`src/rtl/key_debounce.sv`:
```
// key_debounce: conditions a raw, bouncing, active-low push-button input.
// The key is synchronised through two flops (s1, s2) and qualified by a
// stable-count debouncer. Outputs a clean active-low level plus single-cycle
// press, release and long-press events and a wrapping press counter.
//
// Ports:
//   clk           system clock
//   rst           synchronous, active-high reset
//   key_in        raw button input, active-low, asynchronous to clk
//   key_n         debounced level, active-low (0 = pressed)
//   press_pulse   one-cycle pulse when a press is accepted
//   release_pulse one-cycle pulse when a release is accepted
//   long_pulse    one-cycle pulse when a hold lasts LONG_PRESS cycles
//   press_cnt     count of accepted presses, wraps 255 -> 0
module key_debounce #(
  parameter int unsigned DEBOUNCE   = 1000,
  parameter int unsigned LONG_PRESS = 50000000
) (
  input  logic       clk,
  input  logic       rst,
  input  logic       key_in,
  output logic       key_n,
  output logic       press_pulse,
  output logic       release_pulse,
  output logic       long_pulse,
  output logic [7:0] press_cnt
);

  typedef enum logic [1:0] {
    IDLE,
    PRESS_CHK,
    HELD,
    RELEASE_CHK
  } state_t;

  localparam logic [31:0] DEB_LAST  = 32'(DEBOUNCE - 1);
  localparam logic [31:0] HOLD_LAST = 32'(LONG_PRESS - 1);
  // Parking value once long_pulse has fired, so it fires once per press.
  localparam logic [31:0] HOLD_DONE = 32'(LONG_PRESS);

  state_t      state, state_nx;
  logic        s1, s2;
  logic [31:0] deb_cnt, deb_cnt_nx;
  logic [31:0] hold_cnt, hold_cnt_nx;
  logic        key_n_nx, press_nx, release_nx, long_nx;
  logic [7:0]  press_cnt_nx;

  always_ff @(posedge clk) begin
    if (rst) begin
      s1            <= 1'b1;
      s2            <= 1'b1;
      state         <= IDLE;
      deb_cnt       <= '0;
      hold_cnt      <= '0;
      key_n         <= 1'b1;
      press_pulse   <= 1'b0;
      release_pulse <= 1'b0;
      long_pulse    <= 1'b0;
      press_cnt     <= '0;
    end else begin
      s1            <= key_in;
      s2            <= s1;
      state         <= state_nx;
      deb_cnt       <= deb_cnt_nx;
      hold_cnt      <= hold_cnt_nx;
      key_n         <= key_n_nx;
      press_pulse   <= press_nx;
      release_pulse <= release_nx;
      long_pulse    <= long_nx;
      press_cnt     <= press_cnt_nx;
    end
  end

  always_comb begin
    state_nx     = state;
    deb_cnt_nx   = deb_cnt;
    hold_cnt_nx  = hold_cnt;
    key_n_nx     = key_n;
    press_nx     = 1'b0;
    release_nx   = 1'b0;
    long_nx      = 1'b0;
    press_cnt_nx = press_cnt;

    // Hold timer keeps running through release qualification, so a release
    // bounce does not lose accumulated hold time.
    if (state == HELD || state == RELEASE_CHK) begin
      if (hold_cnt < HOLD_LAST) begin
        hold_cnt_nx = hold_cnt + 32'd1;
      end else if (hold_cnt == HOLD_LAST) begin
        long_nx     = 1'b1;
        hold_cnt_nx = HOLD_DONE;
      end
    end

    case (state)
      IDLE: begin
        if (!s2) begin
          state_nx   = PRESS_CHK;
          deb_cnt_nx = '0;
        end
      end
      PRESS_CHK: begin
        if (s2) begin
          state_nx = IDLE;
        end else if (deb_cnt == DEB_LAST) begin
          state_nx     = HELD;
          key_n_nx     = 1'b0;
          press_nx     = 1'b1;
          press_cnt_nx = press_cnt + 8'd1;
          hold_cnt_nx  = '0;
        end else begin
          deb_cnt_nx = deb_cnt + 32'd1;
        end
      end
      HELD: begin
        if (s2) begin
          state_nx   = RELEASE_CHK;
          deb_cnt_nx = '0;
        end
      end
      RELEASE_CHK: begin
        if (!s2) begin
          state_nx = HELD;
        end else if (deb_cnt == DEB_LAST) begin
          // long_nx from the hold timer above may coincide with this release.
          state_nx    = IDLE;
          key_n_nx    = 1'b1;
          release_nx  = 1'b1;
          hold_cnt_nx = '0;
        end else begin
          deb_cnt_nx = deb_cnt + 32'd1;
        end
      end
      default: state_nx = IDLE;
    endcase
  end

endmodule

```
`config.mk`:
```
export PLATFORM = sky130hd
export DESIGN_NAME = key_debounce
export DESIGN_NICKNAME = d
export VERILOG_FILES = /design/src/rtl/key_debounce.sv
export SDC_FILE = /design/constraint.sdc
export NUM_CORES = 1
export LEC_CHECK = 0
export ABC_AREA = 0
export CAP_MARGIN = 10
export CORE_MARGIN = 8
export CORE_UTILIZATION = 55
export CTS_CLUSTER_DIAMETER = 60
export DETAILED_ROUTE_END_ITERATION = 16
export MAX_ROUTING_LAYER = met4
export PLACE_DENSITY = 0.72
export SYNTH_ARGS = -nofsm -noshare
export SYNTH_HDL_FRONTEND = slang
export SYNTH_SLANG_ARGS = --single-unit
```
`constraint.sdc`:
```
create_clock -name clk -period 2.8 [get_ports clk]
set_input_delay 0.56 -clock clk [delete_from_list [all_inputs] [get_ports clk]]
set_output_delay 0.56 -clock clk [all_outputs]
set_load 0.01 [all_outputs]
```
==> results.cfg, run 1 <==
; synthesis and place-and-route metrics
[power_and_ir_drop]
powerClk_uw = 728
vdd_ir_drop_max_mv = 0.349
power_leader = sequential cells
leakage_uw = 0.00152

[worst_setup_path]
critical_path_class = register to register
required_ns = 3.04
r2r_end = hold_cnt[5]$_SDFF_PP0_
crit_buf_inv = 0

[timing]
hold_violations = 0
rsz0062_at_grt = false
tightest_slew_ns = 0.678
min_period_ns = 2.35

[place]
placedCellCount = 539

[layout]
inv_count = 2
final_layout_size_suffix_gt1_share_pct = 9.63
final-clk-cell-share_pct = 3.78
sh_seq_area_pct = 37.5

[global_routing]
grtUsageMet3_pct = 4.08
antenna_found_initial = 0
met1_usage_pct = 22.9
grt_pass1_vias = 2975
use_met2_pct = 27.2

[routing]
wl_met1_um = 3950
route.top_layer_used = met4
wl_per_cell_um = 15.0

[status]
status = finished clean

[floorplan]
fp_util_pct = 56.9
die_height_um = 99.8

[clock_tree]
cts_tree = built
cts_made_buffers = 9

[hold_path]
min-delay-start = s1$_SDFF_PP1_
min_delay_worst_endpoint = s2$_SDFF_PP1_

[yosys]
synth.top_cell.area_share_pct = 41.5
syn_inst = 435
flop_cell = dfxtp_1
ys_types = 66

[run]
max-cap-violations = 0
### Wires at chosen ports, followed through buffers, run 1

Scale: 4 px per um.
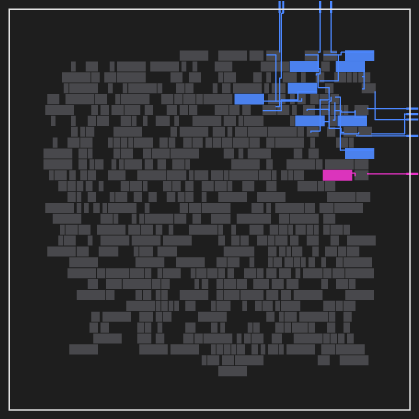
release_pulse -> magenta  # direction output, end cells 1, buffers 1, wire 11.7 um
press_cnt -> blue  # direction output, end cells 8, buffers 8, wire 278 um

### Routed metal, one color a layer, run 1

Scale: 6 px per um. Only two layers are drawn.
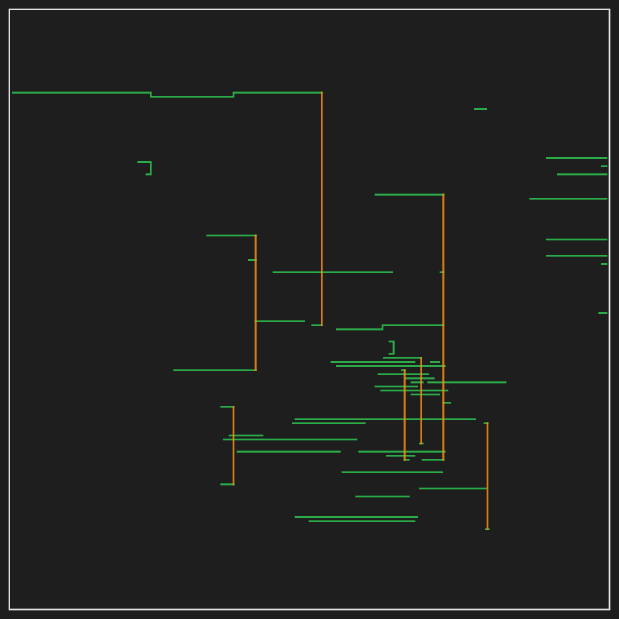
met3 -> green  # wire length 478 um
met4 -> orange  # wire length 165 um

### A small window of the routed layout, run 1

Region (65, 65) to (85, 85) um. Cells in gray, sequential cells in the stronger gray; small squares are vias.
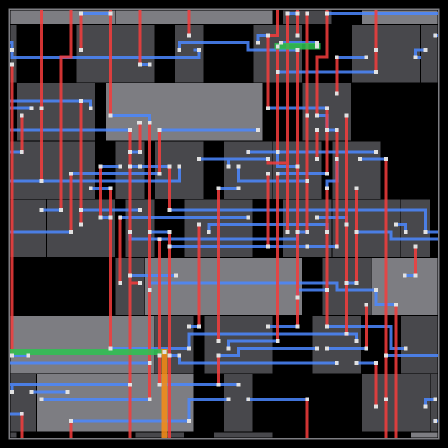
met2 -> red
met1 -> blue
met3 -> green
met4 -> orange
sequential cells in the window = 4
cells with their middle in the window = 31
netlist names of flops here include = press_cnt (2)
most frequent = nor2_1 (6), xor2_1 (6)

==> inputs of run 2 (changes only) <==
--- a/config.mk
+++ b/config.mk
@@ -12,7 +12,7 @@
 export CTS_CLUSTER_DIAMETER = 60
 export DETAILED_ROUTE_END_ITERATION = 16
 export MAX_ROUTING_LAYER = met4
-export PLACE_DENSITY = 0.72
+export PLACE_DENSITY = 0.75
 export SYNTH_ARGS = -nofsm -noshare
 export SYNTH_HDL_FRONTEND = slang
 export SYNTH_SLANG_ARGS = --single-unit
==> constraint.sdc (replaced) <==
create_clock -name clk -period 1.9 [get_ports clk]
set_input_delay 0.38 -clock clk [delete_from_list [all_inputs] [get_ports clk]]
set_output_delay 0.38 -clock clk [all_outputs]
set_load 0.01 [all_outputs]
==> results.cfg, run 2 <==
; synthesis and place-and-route metrics
[status]
status = finished, violations left
violations = negative setup slack

[yosys]
flop_cell = dfxtp_1
syn_inst = 435
ys_types = 66

[global_routing]
use_met2_pct = 33.8
antenna_found_initial = 0
grtUsageMet3_pct = 3.25

[run]
max-cap-violations = 0

[clock_tree]
cts_made_buffers = 9

[worst_setup_path]
critical_path_class = register to register
required_ns = 2.16
r2r_end = hold_cnt[19]$_SDFF_PP0_

[power_and_ir_drop]
power_leader = sequential cells
vdd_ir_drop_max_mv = 0.443
leakage_uw = 0.00226

[routing]
wl_met1_um = 5090
route.top_layer_used = met4
wl_per_cell_um = 21.0

[timing]
hold_violations = 0
setup_violations = 62
setup_slack_ns = -0.316

[floorplan]
fp_util_pct = 56.9

[layout]
final-clk-cell-share_pct = 3.92
inv_count = 2
final_layout_size_suffix_gt1_share_pct = 41.3
sh_seq_area_pct = 27.9

[hold_path]
min_delay_worst_endpoint = s2$_SDFF_PP1_
min-delay-start = s1$_SDFF_PP1_

[place]
placedCellCount = 612
### Routed metal, one color a layer, run 2

Scale: 6 px per um. Only two layers are drawn.
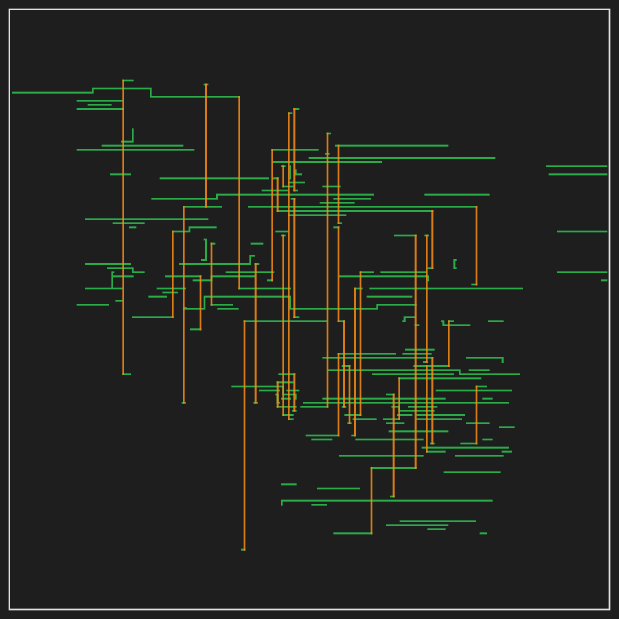
met4 -> orange  # wire length 706 um
met3 -> green  # wire length 1110 um

### Wires at chosen ports, followed through buffers, run 2

Scale: 4 px per um.
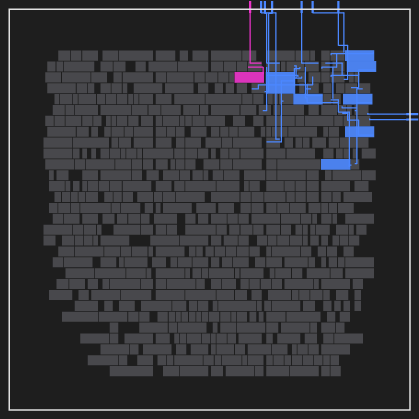
press_cnt -> blue  # direction output, end cells 8, buffers 8, wire 365 um
release_pulse -> magenta  # direction output, end cells 1, buffers 1, wire 21.2 um

### A small window of the routed layout, run 2

Region (65, 65) to (85, 85) um. Cells in gray, sequential cells in the stronger gray; small squares are vias.
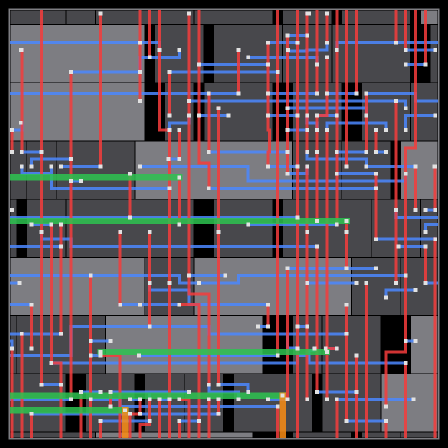
met3 -> green
met1 -> blue
met4 -> orange
met2 -> red
most frequent = dfxtp_1 (6), nor2_1 (5), nand4_1 (5)
netlist names of flops here include = press_cnt (3)
cells with their middle in the window = 37
sequential cells in the window = 6

==> inputs of run 3 (changes only) <==
--- a/config.mk
+++ b/config.mk
@@ -6,7 +6,6 @@
 export NUM_CORES = 1
 export LEC_CHECK = 0
 export ABC_AREA = 0
-export CAP_MARGIN = 10
 export CORE_MARGIN = 8
 export CORE_UTILIZATION = 55
 export CTS_CLUSTER_DIAMETER = 60
==> constraint.sdc (replaced) <==
create_clock -name clk -period 1.9 [get_ports clk]
set_input_delay 0.19 -clock clk [delete_from_list [all_inputs] [get_ports clk]]
set_output_delay 0.19 -clock clk [all_outputs]
set_load 0.01 [all_outputs]
==> results.cfg, run 3 <==
; synthesis and place-and-route metrics
[timing]
rsz0062_at_grt = true
setup_slack_ns = -0.386
setup_violations = 77

[place]
placedCellCount = 610

[status]
violations = negative setup slack
status = finished, violations left

[clock_tree]
cts_tree = built

[yosys]
ys_types = 66

[routing]
wl_per_cell_um = 24.3

[layout]
inv_count = 2
final_layout_size_suffix_gt1_share_pct = 45.5

[worst_setup_path]
critical_path_class = register to register
required_ns = 2.18

[power_and_ir_drop]
leakage_uw = 0.00236

[global_routing]
grt_pass1_vias = 3948
antenna_found_initial = 0
met1_usage_pct = 25.8

[hold_path]
min-delay-start = key_in

[run]
max-cap-violations = 0

[floorplan]
die_height_um = 99.8
### A small window of the routed layout, run 3

Region (65, 65) to (85, 85) um. Cells in gray, sequential cells in the stronger gray; small squares are vias.
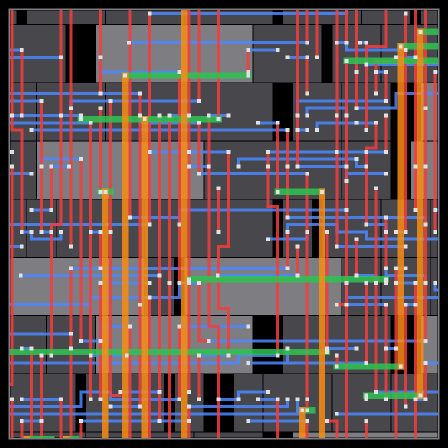
met3 -> green
met4 -> orange
met2 -> red
met1 -> blue
cells with their middle in the window = 34
sequential cells in the window = 5
most frequent = nand4_1 (6)
netlist names of flops here include = press_cnt (3), s2 (1)

### M2 wires, run 3

Scale: 4 px per um.
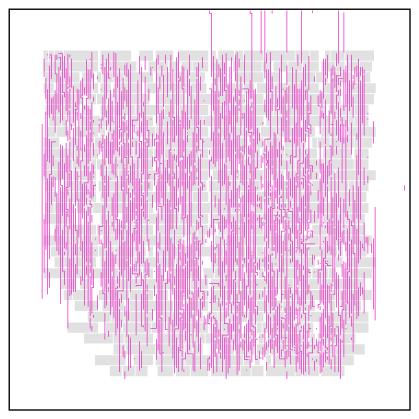
share of all routed wire = 47%
nets with wire on the layer = 544
longest straight run = 43.5 um
wire length on this layer = 7600 um
main direction = vertical
Routed Wire Length: 16200 um
vias: 4543
grt met2 use: 39.5%

### Wires at chosen ports, followed through buffers, run 3

Scale: 4 px per um.
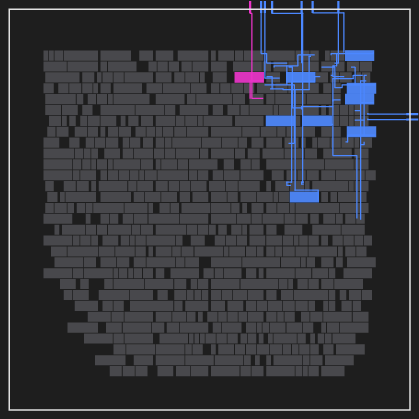
release_pulse -> magenta  # direction output, end cells 1, buffers 1, wire 32.8 um
press_cnt -> blue  # direction output, end cells 8, buffers 8, wire 480 um

